Design base_arr_dist, sky130hd; sources not shown.
==> run_1/clk_routes.png <==
The bar under the picture is 10 um long.
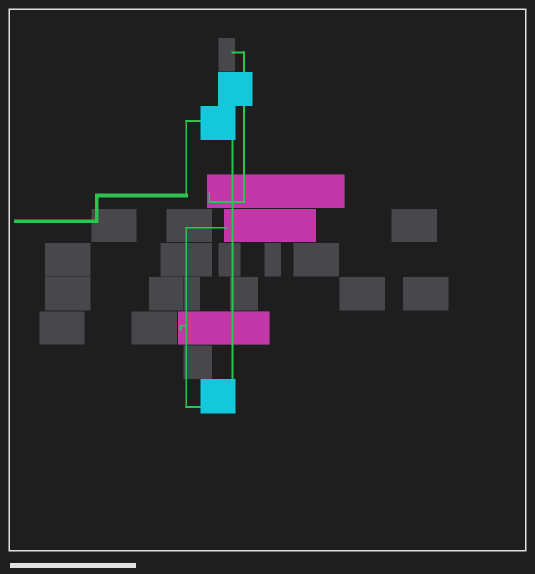
[clock drivers] cyan | count: 3
[clock wires] green | length: 86.4 um
[flip-flops] magenta | count: 3
routed clock nets	4
clock latency at the later pin of the worst-skew pair: 230 ps
Final Skew: 1.26 ps

==> run_1/wires.png <==
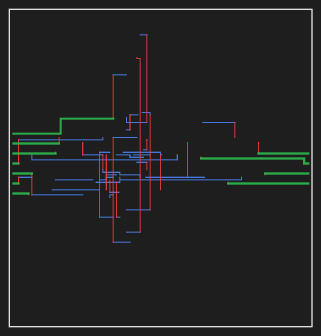
layer	color	wire length
metal 1	blue	138 um
metal 2	red	119 um
metal 3	green	72.4 um
final wirelength: 329 um
drt wl/cell: 8.23 um

==> run_1/layer_met2.png <==
Cells faint in the background.
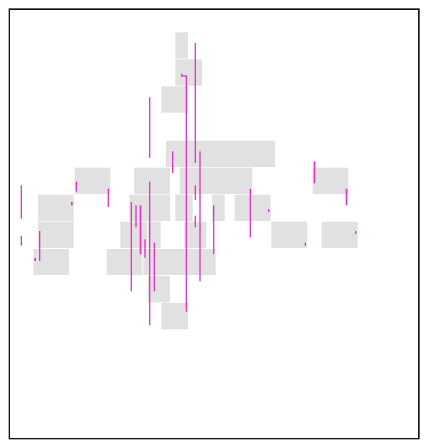
wire length on this layer	119 um
nets with wire on the layer	25
longest straight run	23.6 um
share of all routed wire	36%
via count: 123
M2 GR Usage: 4.69%

==> run_1/layer_met3.png <==
The bar under the picture is 10 um long. Cells faint in the background.
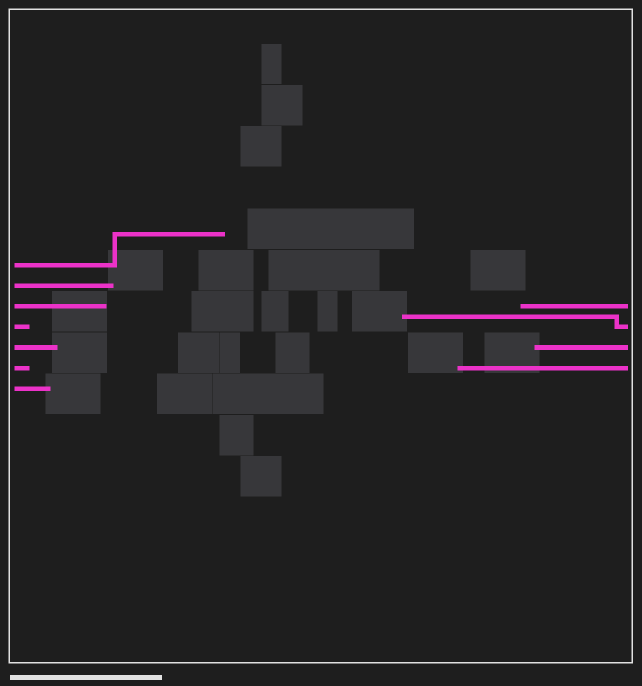
main direction	horizontal
wire length on this layer	72.4 um
longest straight run	14.0 um
share of all routed wire	22%
met3 Use GR: 3.66%

==> Changelog: implementation, run 1 <==
### Physical design

* Clk pwr share at around 50%
* PwrDens at 782 nW/um2
* Buffers excl. clock at 10
* # Cells Yosys at 11
* Chip Area at ~1800 um2
* Routability cong. at 0.557
* Post-Syn Area per Cell at 11.0 um2
* Hold Slack at 465 ps
* Reg area at 70.1 um2
* Antenna cell count at 0
* 1st-iter DRT viols at 1
* Unrepaired setup endpoints after global routing: false
* Post-Place Cells at 36
* CP top delay family: buffers and inverters
* Req. time, crit path at 1680 ps
* Synth warnings at 0
* Clock Path Buffers at 2
* Logic family by area: simple AND/OR/NAND/NOR gates
* Gr usage total at 5.52%
* Maximum clock frequency at roughly 610 MHz
* Clk tree area frac at between 10% and 20%
* Dominant logic cell type in the layout: clkdlybuf4s50_1
* And-or/or-and share of the synthesized area at 10.3%
* Fin. Hold Viols at 0
* Flip-flops at 3
* Logic gate share of total power at 16.5%
* Status: finished, final reports clean
* Clock period minus worst slack at 1640 ps
* DR vias/cell at 3.08
* Highest metal used: met3
* Initial antenna violation count at 0
* Worst r2r path cells at 1
* Seq share, synth at ~58%
==> run 1 -> run 2 <==
--- a/config.mk
+++ b/config.mk
@@ -5,11 +5,11 @@
 export SDC_FILE = /design/constraint.sdc
 export NUM_CORES = 1
 export LEC_CHECK = 0
-export ABC_CLOCK_PERIOD_IN_PS = 2100
+export ABC_CLOCK_PERIOD_IN_PS = 1400
 export CORE_AREA = 2 2 39 41
 export DETAILED_ROUTE_END_ITERATION = 6
 export DIE_AREA = 0 0 41 43
-export PLACE_DENSITY = 0.41
+export PLACE_DENSITY = 0.42
 export SLEW_MARGIN = 20
 export SYNTH_ARGS = -nofsm -noshare
 export SYNTH_HDL_FRONTEND = slang
==> constraint.sdc (replaced) <==
create_clock -name clk -period 1.4 [get_ports clk]
set_input_delay 0.28 -clock clk [delete_from_list [all_inputs] [get_ports clk]]
set_output_delay 0.28 -clock clk [all_outputs]
set_load 0.01 [all_outputs]
==> run_2/layer_met2.png <==
Cells faint in the background.
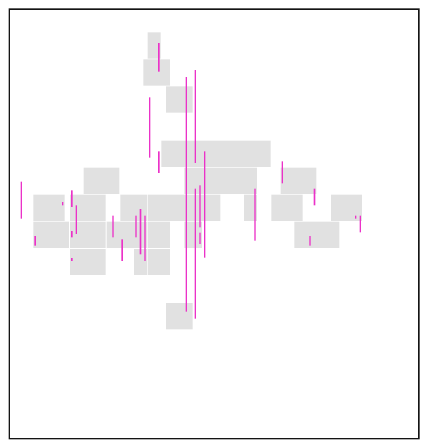
longest straight run	23.5 um
main direction	vertical
via count: 120
M2 GR Usage: 5.00%
final wirelength: 323 um

==> run_2/clk_routes.png <==
The bar under the picture is 10 um long.
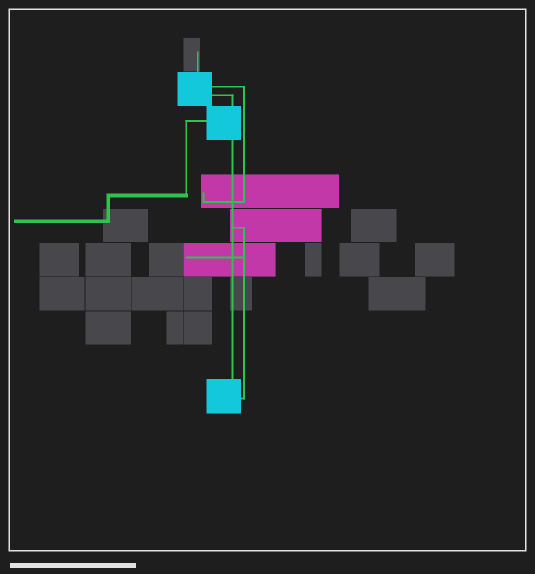
[clock drivers] cyan | count: 3
[clock wires] green | length: 92.2 um
[flip-flops] magenta | count: 3
routed clock nets	4
P_clk: 155 uW
Clk pwr share: 51.6%
Final Skew: 0.165 ps

==> run 2 against run 1 <==
Worst setup slack lost 420 ps; non-clock buffer count is the same; global-route usage shrank 0.20 points; critical path depth shrank 1; utilization shrank 0.090 points; power grew 48%; die area is the same; synthesized cell count is the same; via count shrank 2.4%; largest cell class unchanged.
==> Changelog: implementation, run 2 <==
### Physical design

* PwrDens at 1160 nW/um2 (+49%)
* Antenna cell count at 0 (unchanged)
* Clock Path Buffers at 2 (unchanged)
* Fin. Hold Viols at 0 (unchanged)
* And-or/or-and share of the synthesized area at 10.3% (unchanged)
* Clk tree area frac at 10.1% (+0.049 points)
* Dominant logic cell type in the layout: clkdlybuf4s50_1
* Req. time, crit path at 1120 ps (-560 ps)
* Routability cong. at 0.567 (+1.9%)
* Worst r2r path cells at 1 (unchanged)
* Initial antenna violation count at 0 (unchanged)
* Clock latency at the later pin of the worst-skew pair at 230 ps (about the same)
* Synth warnings at 0 (unchanged)
* Buffers excl. clock at 10 (unchanged)
* Post-Place Cells at 36 (unchanged)
* Logic family by area: simple AND/OR/NAND/NOR gates
* Post-Syn Area per Cell at 11.0 um2 (unchanged)
* Clock period minus worst slack at about 1400 ps
* 1st-iter DRT viols at 2 (+1)
* Drt wl/cell at 8.08 um (-1.8%)
* Flip-flops at 3 (unchanged)
* Status: finished, final reports clean
* Unrepaired setup endpoints after global routing: false
* Met3 Use GR at 3.14% (-0.52 points)
Power figures rest on the tool's default switching activity, not on a simulated workload.
